==> run_1/logic_types.png <==
Scale bar: 50 µm.
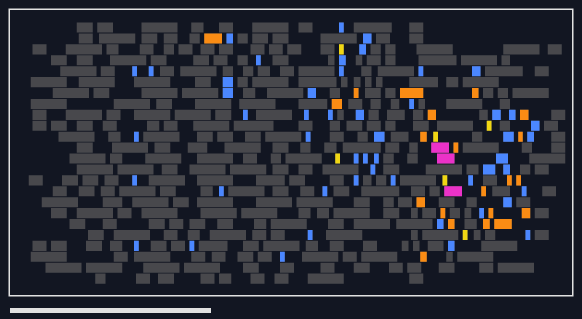
==> run_1/congestion.png <==
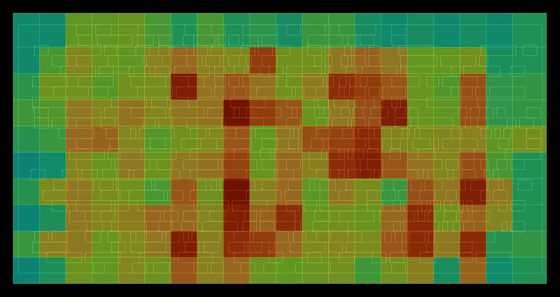
==> run_1/layer_met3.png <==
Cells faint in the background.
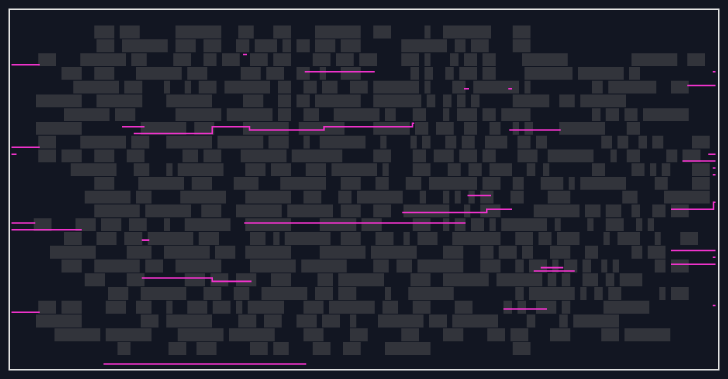
==> run_1/clk_routes.png <==
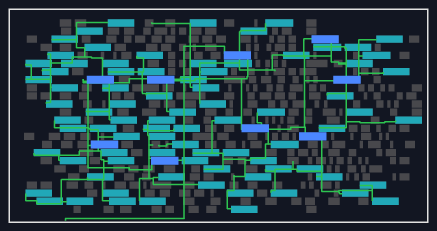
===== src/rtl/process_scheduler.sv =====
// Round-robin time-slice scheduler: picks the next ready process, loads its base
// into the instruction-memory relocation path, and requests OS swaps on expiry/halt.
//
// state  | meaning
// IDLE   | OS mode, nothing scheduled
// SELECT | search slot table for next ready process
// LOAD   | flagShift pulse, base presented on shift
// RUN    | user process executing, quantum counting down
// SWAP   | swapReq held until OS acks
module process_scheduler #(
  parameter int NUM_PROC = 4,
  parameter int ADDR_W   = 12,
  parameter int QUANT_W  = 8
) (
  input  logic                        clock,
  input  logic                        reset,
  input  logic                        enable,
  input  logic [QUANT_W-1:0]          quantum,
  input  logic                        instrRetired,
  input  logic                        procHalt,
  input  logic                        cfgWe,
  input  logic [$clog2(NUM_PROC)-1:0] cfgSlot,
  input  logic [ADDR_W-1:0]           cfgBase,
  input  logic                        cfgValid,
  input  logic                        ack,
  output logic [ADDR_W-1:0]           shift,
  output logic                        flagShift,
  output logic                        flagSO,
  output logic [$clog2(NUM_PROC)-1:0] curProc,
  output logic                        swapReq,
  output logic                        idle
);

  localparam int SLOT_W = $clog2(NUM_PROC);

  typedef enum logic [2:0] {IDLE, SELECT, LOAD, RUN, SWAP} stateType;

  stateType            state, nextState;
  logic [ADDR_W-1:0]   base [NUM_PROC];
  logic [NUM_PROC-1:0] valid;
  logic [QUANT_W-1:0]  counter;
  logic                started;
  logic                anyValid;
  logic                found;
  logic [SLOT_W-1:0]   searchBase;
  logic [SLOT_W-1:0]   nextSlot;

  assign anyValid = |valid;

  // Before any process has run the search starts at slot 0 rather than after curProc.
  assign searchBase = started ? curProc : {SLOT_W{1'b1}};

  always_comb begin
    found    = 1'b0;
    nextSlot = curProc;
    for (int i = NUM_PROC; i >= 1; i--) begin
      if (valid[searchBase + SLOT_W'(i)]) begin
        found    = 1'b1;
        nextSlot = searchBase + SLOT_W'(i);
      end
    end
  end

  always_ff @(posedge clock or negedge reset) begin
    if (!reset) state <= IDLE;
    else        state <= nextState;
  end

  always_comb begin
    nextState = state;
    case (state)
      IDLE:   if (enable && anyValid) nextState = SELECT;
      SELECT: nextState = found ? LOAD : IDLE;
      LOAD:   nextState = RUN;
      RUN:    if (procHalt || !enable || (instrRetired && counter == QUANT_W'(1)))
                nextState = SWAP;
      SWAP:   if (ack) nextState = (enable && anyValid) ? SELECT : IDLE;
      default: nextState = IDLE;
    endcase
  end

  always_ff @(posedge clock or negedge reset) begin
    if (!reset) begin
      shift     <= '0;
      flagShift <= 1'b0;
      flagSO    <= 1'b0;
      curProc   <= '0;
      swapReq   <= 1'b0;
      idle      <= 1'b1;
      counter   <= '0;
      started   <= 1'b0;
      valid     <= '0;
      for (int i = 0; i < NUM_PROC; i++) base[i] <= '0;
    end else begin
      flagShift <= (nextState == LOAD);
      flagSO    <= (nextState == RUN);
      swapReq   <= (nextState == SWAP);
      idle      <= (nextState == IDLE);
      if (state == SELECT && found) begin
        shift   <= base[nextSlot];
        curProc <= nextSlot;
        started <= 1'b1;
        counter <= (quantum == '0) ? QUANT_W'(1) : quantum;
      end
      if (state == RUN && instrRetired && counter != '0) counter <= counter - QUANT_W'(1);
      if (state == RUN && procHalt) valid[curProc] <= 1'b0;
      // A same-cycle table write overrides the halt clear above.
      if (cfgWe) begin
        valid[cfgSlot] <= cfgValid;
        base[cfgSlot]  <= cfgBase;
      end
    end
  end

endmodule


===== config.mk =====
export PLATFORM = sky130hd
export DESIGN_NAME = process_scheduler
export DESIGN_NICKNAME = d
export VERILOG_FILES = /design/src/rtl/process_scheduler.sv
export SDC_FILE = /design/constraint.sdc
export NUM_CORES = 1
export LEC_CHECK = 0
export CELL_PAD_IN_SITES_DETAIL_PLACEMENT = 1
export CELL_PAD_IN_SITES_GLOBAL_PLACEMENT = 1
export CORE_ASPECT_RATIO = 0.5
export CORE_UTILIZATION = 40
export DETAILED_ROUTE_END_ITERATION = 10
export PLACE_DENSITY = 0.73
export SYNTH_ARGS = -nofsm -noshare
export SYNTH_HDL_FRONTEND = slang
export SYNTH_SLANG_ARGS = --single-unit

===== constraint.sdc =====
create_clock -name clock -period 2.2 [get_ports clock]
set_input_delay 0.22 -clock clock [delete_from_list [all_inputs] [get_ports clock]]
set_output_delay 0.22 -clock clock [all_outputs]
set_load 0.005 [all_outputs]

==> results.txt, run 1 <==
run results: CP startpoint valid[0], CTS Buf Count 9, largest registers base: 48 flops, shift: 12 flops, counter: 8 flops, CTS tree yes, logic share of the area 0.335, Top delay family on crit path AND-OR/OR-AND gates, Worst Path Buf+Inv 3, Main power group combinational logic, P_sw 2.44 mW, design area 5030 µm², #FFs+latches synth 82, Synth area leader dfrtp_1, Synth Flop Type dfrtp_1, worst slack, placed 3.21 ps, final worst path period need 2170 ps, Chip Height 71.0 µm, via count 2845, iteration tally of the first detailed-router pass 4, number of enable flip-flop cells 0, largest class sequential cells, DP Area 4510 µm², adder-cell area share of the yosys netlist 0.00985, Top cells excl fill/tap 76 x dfrtp_1, 50 x mux2_2, 46 x clkdlybuf4s50_1, gr usage total 0.223, inverters 6, comb pwr 3.16 mW, slowest stage cell, crit path dfrtp_2, status finished, final reports clean, Synth logic family multiplexers, HPWL Detailed 6.38 mm, Top cells by area dfrtp_1 53%, mux2_2 15%, mux2i_1 6.8%, Synth top cell by count dfrtp_1, Commonest Layout Cell dfrtp_1, max FFs per register 48, DRT Wirelength 10.3 mm, kind of critical path flop to flop, Clock buf/inv share 0.0590, CP peak stage delay 460 ps, non-filler cells, final 510, row cnt 24, synth warn 0, sequential cell area share 0.409, Non-clock buffer share 0.163
## Picture notes: logic_types.png
[yellow] inv cells | cells: 6 | where: east
[magenta] fa/ha/maj cells | cells: 3
[orange] nor cells | cells: 21
[blue] nand cells | cells: 50

## Picture notes: congestion.png
DR WL/cell: 20.2 µm
met2 usage: 0.396
met1 usage: 0.272

## Picture notes: layer_met3.png
nets with wire on the layer: 25
share of all routed wire: 3.1%
main direction: horizontal
wire length on this layer: 316 µm
longest straight run: 43.5 µm

## Picture notes: clk_routes.png
[blue] clock drivers | count: 9
[cyan] flip-flops | count: 82
[green] clock wires | length: 1120 µm
flops lie: all over the die
routed clock nets: 10

==> run 1: what timing repair did <==
action                                  in CTS  in global routing
gates cloned                                 1                  1
hold endpoints to repair                    26                  0
pin swaps                                    1                  7
resized                                      5                  7
hold buffers                                 1                  0
endpoints found under the setup margin       1                 15
setup buffers                                4                 12
==> run 1: cells by family (layout without fill, tap and decap cells) <==
group           count (synthesis)  in the layout
fa+ha+maj                       3              3
compound gates                 51             51
buf+inv                        22            104
simple gates                   77             77
flops                          82             82
mux                            76             76
==> run 1: layer usage <==
layer  share of wire  vias to the layer above
met1            0.44                     1483
met2            0.51                       40
met3           0.031                       14
li1                -                     1308
met5               0                        -
met4           0.018                        0
==> run 1 -> run 2 <==
--- a/config.mk
+++ b/config.mk
@@ -10,6 +10,7 @@
 export CORE_ASPECT_RATIO = 0.5
 export CORE_UTILIZATION = 40
 export DETAILED_ROUTE_END_ITERATION = 10
+export GPL_TIMING_DRIVEN = 1
 export PLACE_DENSITY = 0.73
 export SYNTH_ARGS = -nofsm -noshare
 export SYNTH_HDL_FRONTEND = slang
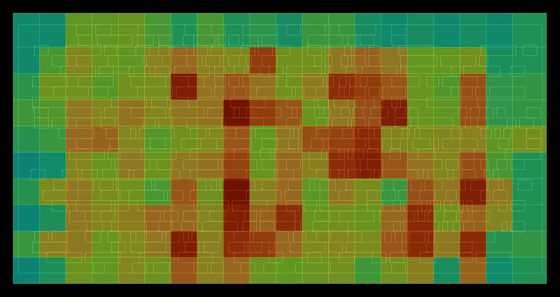
(run_2/congestion.png)
gr usage total: 0.223
GRT busiest layer: met2
post-route core utilization: 0.560
met3 Resource Use GR: 0.0515

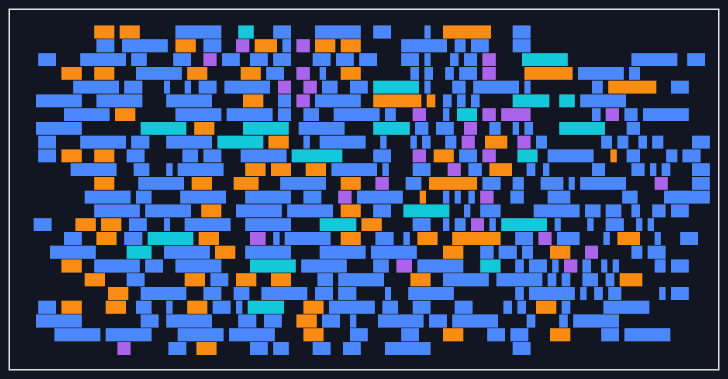
(run_2/sizes.png)
[orange] _2 cells | cells: 67 | share: 17% | most used: mux2_2
[purple] _3 and _4 cells | cells: 30 | share: 7.6% | most used: buf_4
[cyan] _6 and larger | cells: 21 | share: 5.3% | most used: clkbuf_16
[blue] _0 and _1 cells | cells: 275 | share: 70% | most used: dfrtp_1
Non-clock buffers: 82
post-route worst setup slack: 27.9 ps
design area: 5030 µm²

==> results.txt, run 2 <==
run results: status finished, final reports clean, worst slack, placed 3.21 ps (unchanged), largest class sequential cells, DRT Wirelength 10.3 mm (unchanged), synth warn 0 (unchanged), max FFs per register 48 (unchanged), buffer count from post-CTS setup fixing 4 (unchanged), Final Setup Violations 0, Die Span X 140 µm, #FFs+latches synth 82 (unchanged), DP Area 4510 µm² (unchanged), largest registers base: 48 flops, shift: 12 flops, counter: 8 flops, Synth top cell by count dfrtp_1, Chip Height 71.0 µm (unchanged), Synth logic family multiplexers, vias in the first global route 3158, Resized Gates After CTS 5 (unchanged), adder-cell area share of the yosys netlist 0.00985 (unchanged), via count 2845 (unchanged), HPWL Detailed 6.38 mm (unchanged), kind of critical path flop to flop, inverters 6 (unchanged), logic share of the area 0.335 (unchanged), Top cells excl fill/tap 76 x dfrtp_1, 50 x mux2_2, 46 x clkdlybuf4s50_1, number of enable flip-flop cells 0 (unchanged), Post-CTS Hold Buffers 1 (unchanged), Synth area leader dfrtp_1, CTS Buf Count 9 (unchanged), Top cells by area dfrtp_1 53%, mux2_2 15%, mux2i_1 6.8%, sequential cell area share 0.409 (unchanged), iteration tally of the first detailed-router pass 4 (unchanged), CP startpoint valid[0], non-filler cells, final 510 (unchanged), Synth Flop Type dfrtp_1, row cnt 24 (unchanged), Clock buf/inv share 0.0590 (unchanged)
run 2: cell counts after synthesis:
Identical to the previous run, type by type.
run 2: worst max-delay path, cell delays in order, from the launching register on:
cell	delay, ps
dfrtp_2	460
and4b_1	210
a211oi_2	300
buf_4	160
o2111a_1	220
nor3_4	70
buf_12	160
buf_12	140
mux2i_1	160
o221ai_1	140
run 2: metal layers:
metal | global-route usage | up-vias | part of all wire
met2 | 0.396 | 40 | 0.51
met5 | 0 | - | 0
met3 | 0.0515 | 14 | 0.031
met1 | 0.272 | 1483 | 0.44
li1 | - | 1308 | -
met4 | 0.0757 | 0 | 0.018
run 2: where the power goes:
group	leakage (nW)	switching [mW]	total (mW)	internal, mW
Combinational	1.04	1.41	3.16	1.75
Sequential	0.980	0.354	2.32	1.96
Clock	0.147	0.671	1.49	0.824
Power figures rest on the tool's default switching activity, not on a simulated workload.
